Figure 1. Routed metal, one colour a layer.
Drawn at 2 px/µm.
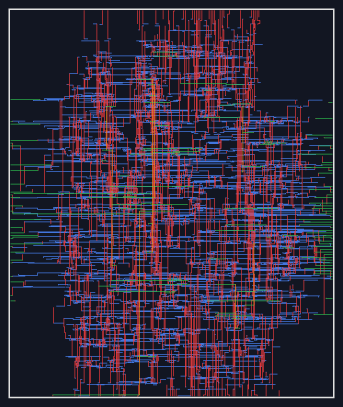
Figure 2. Clock wiring as the flow saved it.
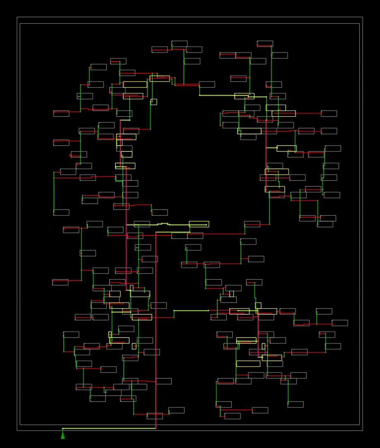
## src/rtl/imm_gen_pipe_if.sv

```systemverilog
// Handshake bundle for imm_gen_pipe: instruction in, decoded immediate/target out.
// The block attaches through the slave modport; the producer/consumer side uses master.
interface imm_gen_pipe_if #(
  parameter int unsigned DataWidth = 32,
  parameter int unsigned TagWidth  = 4
);
  logic                 flush;
  logic                 in_valid;
  logic                 in_ready;
  logic [DataWidth-1:0] in_pc;
  logic [31:0]          in_instr;
  logic [TagWidth-1:0]  in_tag;
  logic                 out_valid;
  logic                 out_ready;
  logic [2:0]           out_type;
  logic [DataWidth-1:0] out_imm;
  logic [DataWidth-1:0] out_target;
  logic [TagWidth-1:0]  out_tag;
  logic                 out_misalign;

  modport master (
    output flush, in_valid, in_pc, in_instr, in_tag, out_ready,
    input  in_ready, out_valid, out_type, out_imm, out_target, out_tag, out_misalign
  );

  modport slave (
    input  flush, in_valid, in_pc, in_instr, in_tag, out_ready,
    output in_ready, out_valid, out_type, out_imm, out_target, out_tag, out_misalign
  );
endinterface

```

## src/rtl/imm_gen_pipe.sv

```systemverilog
// Opcode-aware RV32 immediate/target generator feeding a 2-entry output buffer.
// Optional feature macro: IMM_MISALIGN_CHECK_EN (stores a B/J target misalignment flag).
module imm_gen_pipe #(
  parameter int unsigned DataWidth = 32,
  parameter int unsigned TagWidth  = 4
) (
  input  logic          clk,
  input  logic          reset,
  imm_gen_pipe_if.slave bus
);

  localparam int unsigned CountW = 2;

  localparam logic [6:0] OpLui    = 7'b0110111;
  localparam logic [6:0] OpAuipc  = 7'b0010111;
  localparam logic [6:0] OpJal    = 7'b1101111;
  localparam logic [6:0] OpBranch = 7'b1100011;
  localparam logic [6:0] OpStore  = 7'b0100011;
  localparam logic [6:0] OpJalr   = 7'b1100111;
  localparam logic [6:0] OpLoad   = 7'b0000011;
  localparam logic [6:0] OpOpImm  = 7'b0010011;
  localparam logic [6:0] OpSystem = 7'b1110011;

  typedef enum logic [2:0] {
    FmtNone = 3'd0,
    FmtI    = 3'd1,
    FmtS    = 3'd2,
    FmtB    = 3'd3,
    FmtU    = 3'd4,
    FmtJ    = 3'd5
  } fmt_e;

  typedef struct packed {
    logic [2:0]           fmt;
    logic [DataWidth-1:0] imm;
    logic [DataWidth-1:0] target;
    logic [TagWidth-1:0]  tag;
`ifdef IMM_MISALIGN_CHECK_EN
    logic                 misalign;
`endif
  } entry_t;

  logic [6:0]           w_opcode;
  fmt_e                 w_fmt;
  logic [31:0]          w_imm32;
  logic [DataWidth-1:0] w_imm;
  logic                 w_pc_rel;
  logic [DataWidth-1:0] w_target;
  entry_t               w_new;
  logic                 w_in_ready;
  logic                 w_push;
  logic                 w_pop;

  logic [CountW-1:0]    r_count;
  entry_t               r_head;
  entry_t               r_tail;

  assign w_opcode = bus.in_instr[6:0];

  // Opcode to immediate format
  always_comb begin
    w_fmt = FmtNone;
    case (w_opcode)
      OpLui, OpAuipc:                    w_fmt = FmtU;
      OpJal:                             w_fmt = FmtJ;
      OpBranch:                          w_fmt = FmtB;
      OpStore:                           w_fmt = FmtS;
      OpJalr, OpLoad, OpOpImm, OpSystem: w_fmt = FmtI;
      default:                           w_fmt = FmtNone;
    endcase
  end

  // Field extraction, already sign-extended to 32 bits
  always_comb begin
    w_imm32 = '0;
    case (w_fmt)
      FmtI: w_imm32 = {{20{bus.in_instr[31]}}, bus.in_instr[31:20]};
      FmtS: w_imm32 = {{20{bus.in_instr[31]}}, bus.in_instr[31:25], bus.in_instr[11:7]};
      FmtB: w_imm32 = {{19{bus.in_instr[31]}}, bus.in_instr[31], bus.in_instr[7],
                       bus.in_instr[30:25], bus.in_instr[11:8], 1'b0};
      FmtU: w_imm32 = {bus.in_instr[31:12], 12'b0};
      FmtJ: w_imm32 = {{11{bus.in_instr[31]}}, bus.in_instr[31], bus.in_instr[19:12],
                       bus.in_instr[20], bus.in_instr[30:21], 1'b0};
      default: w_imm32 = '0;
    endcase
  end

  // Signed cast widens by replicating bit 31 up to the datapath width
  assign w_imm = DataWidth'($signed(w_imm32));

  // JALR is excluded: rs1 is not visible to this stage
  assign w_pc_rel = (w_fmt == FmtB) || (w_fmt == FmtJ) || (w_opcode == OpAuipc);
  assign w_target = w_pc_rel ? (bus.in_pc + w_imm) : '0;

  always_comb begin
    w_new        = '0;
    w_new.fmt    = w_fmt;
    w_new.imm    = w_imm;
    w_new.target = w_target;
    w_new.tag    = bus.in_tag;
`ifdef IMM_MISALIGN_CHECK_EN
    w_new.misalign = ((w_fmt == FmtB) || (w_fmt == FmtJ)) && w_target[1];
`endif
  end

  assign w_in_ready = (r_count != CountW'(2));
  assign w_push     = bus.in_valid && w_in_ready && !bus.flush;
  assign w_pop      = (r_count != CountW'(0)) && bus.out_ready;

  // Head/tail buffer; the head register drives the outputs directly
  always_ff @(posedge clk) begin
    if (reset) begin
      r_count <= '0;
      r_head  <= '0;
      r_tail  <= '0;
    end else if (bus.flush) begin
      r_count <= '0;
    end else begin
      case (r_count)
        CountW'(0): begin
          if (w_push) begin
            r_head  <= w_new;
            r_count <= CountW'(1);
          end
        end
        CountW'(1): begin
          if (w_push && w_pop) begin
            r_head <= w_new;
          end else if (w_push) begin
            r_tail  <= w_new;
            r_count <= CountW'(2);
          end else if (w_pop) begin
            r_count <= CountW'(0);
          end
        end
        default: begin
          if (w_pop) begin
            r_head  <= r_tail;
            r_count <= CountW'(1);
          end
        end
      endcase
    end
  end

  assign bus.in_ready   = w_in_ready;
  assign bus.out_valid  = (r_count != CountW'(0));
  assign bus.out_type   = r_head.fmt;
  assign bus.out_imm    = r_head.imm;
  assign bus.out_target = r_head.target;
  assign bus.out_tag    = r_head.tag;
`ifdef IMM_MISALIGN_CHECK_EN
  assign bus.out_misalign = r_head.misalign;
`else
  assign bus.out_misalign = 1'b0;
`endif

endmodule

```

## src/flat_wrapper.sv

```systemverilog
// flat-port wrapper written by rule: the top's interface ports become plain ports
module imm_gen_pipe_flat 
#(
  parameter int unsigned DataWidth = 32,
  parameter int unsigned TagWidth  = 4
)
  (clk, reset, bus_flush, bus_in_valid, bus_in_pc, bus_in_instr, bus_in_tag, bus_out_ready, bus_in_ready, bus_out_valid, bus_out_type, bus_out_imm, bus_out_target, bus_out_tag, bus_out_misalign);
  imm_gen_pipe_if #(.DataWidth(DataWidth), .TagWidth(TagWidth)) bus_i ();
  input  logic clk;
  input  logic reset;
  input wire logic [$bits(bus_i.flush)-1:0] bus_flush;
  input wire logic [$bits(bus_i.in_valid)-1:0] bus_in_valid;
  input wire logic [$bits(bus_i.in_pc)-1:0] bus_in_pc;
  input wire logic [$bits(bus_i.in_instr)-1:0] bus_in_instr;
  input wire logic [$bits(bus_i.in_tag)-1:0] bus_in_tag;
  input wire logic [$bits(bus_i.out_ready)-1:0] bus_out_ready;
  output wire logic [$bits(bus_i.in_ready)-1:0] bus_in_ready;
  output wire logic [$bits(bus_i.out_valid)-1:0] bus_out_valid;
  output wire logic [$bits(bus_i.out_type)-1:0] bus_out_type;
  output wire logic [$bits(bus_i.out_imm)-1:0] bus_out_imm;
  output wire logic [$bits(bus_i.out_target)-1:0] bus_out_target;
  output wire logic [$bits(bus_i.out_tag)-1:0] bus_out_tag;
  output wire logic [$bits(bus_i.out_misalign)-1:0] bus_out_misalign;
  assign bus_i.flush = bus_flush;
  assign bus_i.in_valid = bus_in_valid;
  assign bus_i.in_pc = bus_in_pc;
  assign bus_i.in_instr = bus_in_instr;
  assign bus_i.in_tag = bus_in_tag;
  assign bus_i.out_ready = bus_out_ready;
  assign bus_in_ready = bus_i.in_ready;
  assign bus_out_valid = bus_i.out_valid;
  assign bus_out_type = bus_i.out_type;
  assign bus_out_imm = bus_i.out_imm;
  assign bus_out_target = bus_i.out_target;
  assign bus_out_tag = bus_i.out_tag;
  assign bus_out_misalign = bus_i.out_misalign;
  imm_gen_pipe #(.DataWidth(DataWidth), .TagWidth(TagWidth)) u_core (.clk(clk), .reset(reset), .bus(bus_i));
endmodule
```

## config.mk

```make
export PLATFORM = sky130hd
export DESIGN_NAME = imm_gen_pipe_flat
export DESIGN_NICKNAME = d
export VERILOG_FILES = /design/src/rtl/imm_gen_pipe_if.sv /design/src/rtl/imm_gen_pipe.sv /design/src/flat_wrapper.sv
export SDC_FILE = /design/constraint.sdc
export NUM_CORES = 1
export LEC_CHECK = 0
export CORE_ASPECT_RATIO = 1.2
export CORE_UTILIZATION = 26
export DETAILED_ROUTE_END_ITERATION = 7
export HOLD_SLACK_MARGIN = 0.1
export PLACE_DENSITY = 0.47
export SLEW_MARGIN = 20
export SYNTH_ARGS = -nofsm -noshare
export SYNTH_HDL_FRONTEND = slang
export SYNTH_SLANG_ARGS = --single-unit
```

## constraint.sdc

```tcl
create_clock -name clk -period 6.9 [get_ports clk]
set_clock_uncertainty 0.1 [all_clocks]
set_input_delay 0.69 -clock clk [delete_from_list [all_inputs] [get_ports clk]]
set_output_delay 0.69 -clock clk [all_outputs]
set_load 0.01 [all_outputs]
```

==> qor.yml <==
max_flop_register: "u_core.r_tail"
cp_max_fo: 12
crit_arrival_ns: 5.41
grt_max_degree: 100
lay_top_count: "clkdlybuf4s50_1"
cts_hold_buf: 0
relSlewSlack: 0.282
cts_root_buffer: "clkbuf_16"
synth_seq_share: 0.363
die_h_um: 193
antenna_cells: 0
p_comb_uw: 277
drt_wl_total_um: 27100
place_inst: 1511
grt_pass1_vias: 6989
clk_pin_slew_ns: 0.06
grtUsageTotal: 0.172
grt_setup_unrepaired: "false"
gp_congestion: 0.856
cts_post_setup_buffers_inserted: 0
stdcell_area_um2: 10300
num_io_pins: 147
synth_area_leader_cell: "dfxtp_1"
yosysWarnings: 0
hold_violations: 0
power.largest_group: "the clock network"
viasPerCell: 4.94
switching_share: 0.249
fmax_mhz: 191
fp.coreArea_um2: 29800
fin_cells: 1543
drc_errors: 0
syn2layout_area_growth_pct: 29.8
rows: 69
rrSetupSlack_ns: 3.91
ant_nets: 0
ys_ff: 144
power_uw: 2170
crit_buf_inv: 2
topCellsByArea: "dfxtp_1 (36%), a21oi_1 (7.8%), nand2_1 (6.3%)"
htreeDepth: 4
first_pass_iters: 5
p_seq_frac: 0.396
criticalPathCategory: "primary input to flop"
outcome: "completed"
antenna_found_initial: 0
edf_count: 0
yosysUniqueCellTypes: 69
syn_area_um2: 7940
die_width_um: 162
num_vias: 7619
p_clk_frac: 0.476
drv_slew: 0
critPathTopFamily: "AND-OR/OR-AND gates"
crit_chain: "clkdlybuf4s50_1 > a2111oi_0 > a31o_2 > and3_1 > nor2b_1 > a21oi_1 > inv_1 > ha_1 > a211oi_1 > o21ai_0 > o211ai_1 > o32a_4 > o21ai_0 > nand3_1 > a32oi_1 > a21oi_1"
Back to the opening pictures, Figure 1:
[orange] M4 | wire length: 399 µm
[blue] M1 | wire length: 13300 µm
[red] M2 | wire length: 11900 µm
[green] M3 | wire length: 1470 µm

Back to the opening pictures, Figure 2:
registers: 144
Num CTS Buffers: 17
Late-Pin Clk Latency: 0.43 ns
CTS sink count: 144

-- layout make-up --
cell class | instances | area [µm²]
multi-input combinational | 793 | 4660
clock inverter | 10 | 183
fill | 3067 | 19500
sequential | 144 | 2890
tap | 390 | 488
timing repair buffer | 153 | 1510
inverter | 31 | 116
clock buffer | 22 | 464
-- layer usage --
layer  up-vias  GRT usage  part of all wire
li1       3899          -                 -
met1      3495      0.242              0.49
met2       204      0.259              0.44
met3        21     0.0388             0.054
met4         0     0.0531             0.015
met5         -          0                 0
-- Yosys cell counts (7+ instances only) --
library cell  instances
o21ai_0              73
a221oi_1              7
a21o_1               16
nor2_1              120
mux2i_1              15
dfxtp_1             144
nand3_1              20
a22oi_1               9
inv_1                31
a31oi_1               9
and3_1               11
clkbuf_1             66
a211oi_1             39
nor3_1               26
xnor2_1              15
ha_1                 31
o211ai_1             20
o21a_1                7
nand2b_1             14
a21oi_1             124
nand2_1             134
xor2_1                9
or3_1                 8
-- kinds of logic after synthesis --
| group | Yosys count | synth area share |
|---|---|---|
| buffers and inverters | 108 | 0.0523 |
| flip-flops | 144 | 0.363 |
| other | 1 | 0.000472 |
| XOR/XNOR | 24 | 0.0265 |
| multiplexers | 15 | 0.0189 |
| AND/OR/NAND/NOR | 372 | 0.214 |
| adder cells (fa/ha/maj) | 32 | 0.0514 |
| AND-OR/OR-AND | 349 | 0.273 |
-- final timing paths --
path | start | endpoint | cells past startpoint
worst max register to register | u_core.r_count[1] | u_core.bus.out_type[0] | 7
worst max-delay path | bus_in_instr[5] | u_core.bus.out_target[25] | 16
worst min register to register | u_core.bus.out_imm[23] | u_core.bus.out_imm[23] | 2
worst min-delay path | u_core.bus.out_imm[23] | u_core.bus.out_imm[23] | 2
